==> images/congestion.png <==
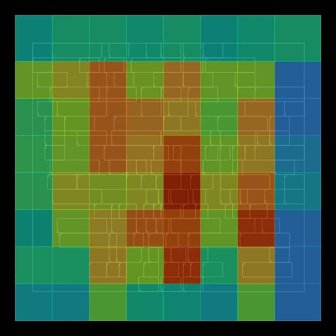
==> images/logic_types.png <==
Drawn at 4 px/um.
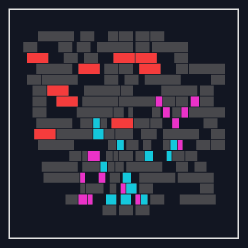
==> images/flops_by_reg.png <==
Drawn at 4 px/um.
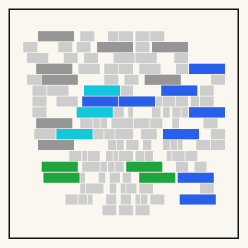
==> images/detail.png <==
Region (16, 5) to (41, 30) um. Cells in gray, sequential cells in the stronger gray; small squares are vias.
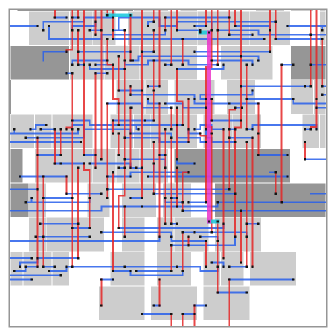
==> images/io_placement.png <==
Drawn at 8 px/um. Pins as bars across the die edge, other pins in gray.
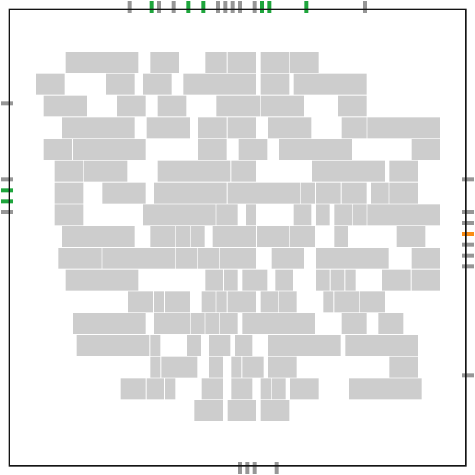
Design rd_handshake_ctrl, sky130hd; sources not shown.
==> qor.yml <==
synth_cells: 97
gr-usage-met1_pct: 22.2
cts-buffers-inserted: 3
yosys-stat-area_sq_um: 1160
clock-sinks: 23
hold_slack_ps: 488
area_growth_pct: 28.2
cp.depth: 3
total_power_mw: 0.831
dr.first_iter.drc_count: 17
critPathLaunchType: "flip-flop"
n_antenna_cell: 0
wl_met2_um: 1250
grt_setup_unrepaired: "no"
maxPowerGroup: "sequential cells"
pre_cts_slack_ps: 1160
post-cts-setup-buffers: 0
lay_top_cells: "clkdlybuf4s50_1, dfrtp_1, mux2_4"
vias: 855
edf_count: 0
largest_area_cell: "dfrtp_1"
syn-mean-instance-area_sq_um: 12.0
synth_cell_types: 34
drc_errors: 0
critPathBufInv: 2
die_width_um: 56.9
layout_top_cell: "clkdlybuf4s50_1"
hp-class: "flip-flop to flip-flop"
synthFlopType: "dfrtp_1"
inverters: 5
cts-resized-gates: 0
synthesis.nets: 112
taps: 28
synth.top_cell.area_share_pct: 49.4
ys_cells: 97
finalSetupViolCount: 0
fin_crit_sh_pct: 69.6
min_path_cells: 1
pwr-share-comb_pct: 34.9
ys_top_logic_family: "simple AND/OR/NAND/NOR gates"
rows: 17
fin_setup_tns_ps: 0
tightestPinTransition_ps: 980
yosysWarnings: 0
logic_area_sq_um: 526
antenna_found_initial: 0
core_sq_um: 2340
warning_count: 27
hold_violations: 0
ff2ff_setup_slack_ps: 1420
syn_area_sq_um: 1160
ys_seq_share_pct: 49.4
clock_cell_area_share_pct: 1.84
drv_cap: 0
ios: 32
dp_hpwl_um: 1820
seq_power_share_pct: 49.4
fmax_mhz: 435
layout_min_cycle_time_ps: 2300
yosys.area_share.simple_pct: 18.7
n_all_buffers: 31
buffer_area_share_pct: 20.8
ctsHoldBuffers: 0
r2r_cells: 4
worstSkewPairLatency_ps: 320
pwr.group.clock_mw: 0.130
top_usage_layer: "met2"
synth_async_sr_flop_share_pct: 100
dr_wl_met3_um: 104
place_area_sq_um: 1470
end_kind: "primary output"
p_int_mw: 0.574
clock_skew_ps: 12.9
status: "completed"
setup_ws_ps: 1000
grt_pass1_vias: 848
place_inst: 151
nFillCells: 196
wl_um: 2450
clock_power_share_pct: 15.7
clock_buffers: 3
comb_cells: 64
common_cells: "dfrtp_1, mux2_4, nand2_1, nand3_1, nor3_1"
clockBufferDepth: 2
top_layer: "met4"
drive_above_1_share_pct: 12.6
ys_sh_aoi_pct: 6.34
globalRouteOverflowTotal: 0
cts_tree: "done"
grt_max_degree: 24
Notes on congestion.png above:
Avg WL per Cell: 15.8 um
GRT Overall Usage: 16.4%
GR Util met2: 25.4%
grt met3 use: 2.53%

Notes on logic_types.png above:
Key: nand cells = magenta [cells 13]; mux cells = red [cells 9, most used mux2_4]; nor cells = cyan [cells 12, most used nor3_1]
Non-Filler Instances: 155
logic share of the area: 35.2%

Notes on flops_by_reg.png above:
Key: r_state = cyan [flops 3]; rd_count = blue [flops 8]; r_waitCnt = green [flops 4]
seq pwr: 0.411 mW
Final Util: 63.9%
Reg area: 576 sq um
Seq/total area: 38.5%

Notes on detail.png above:
Key: metal 3 = cyan; metal 1 = blue; metal 2 = red; metal 4 = magenta
Most frequent: nor3_1 (5). 52 logic cells have their middle in the window. Sequential cells in the window: 3.

Notes on io_placement.png above:
Key: rdata_out = green [pins 8, direction output, edge 6 top, 2 left]; mem_ready = orange [pins 1, direction input, edge right]
# port buffers: 31
Die Y: 56.9 um

Power and IR drop assume default switching activity.
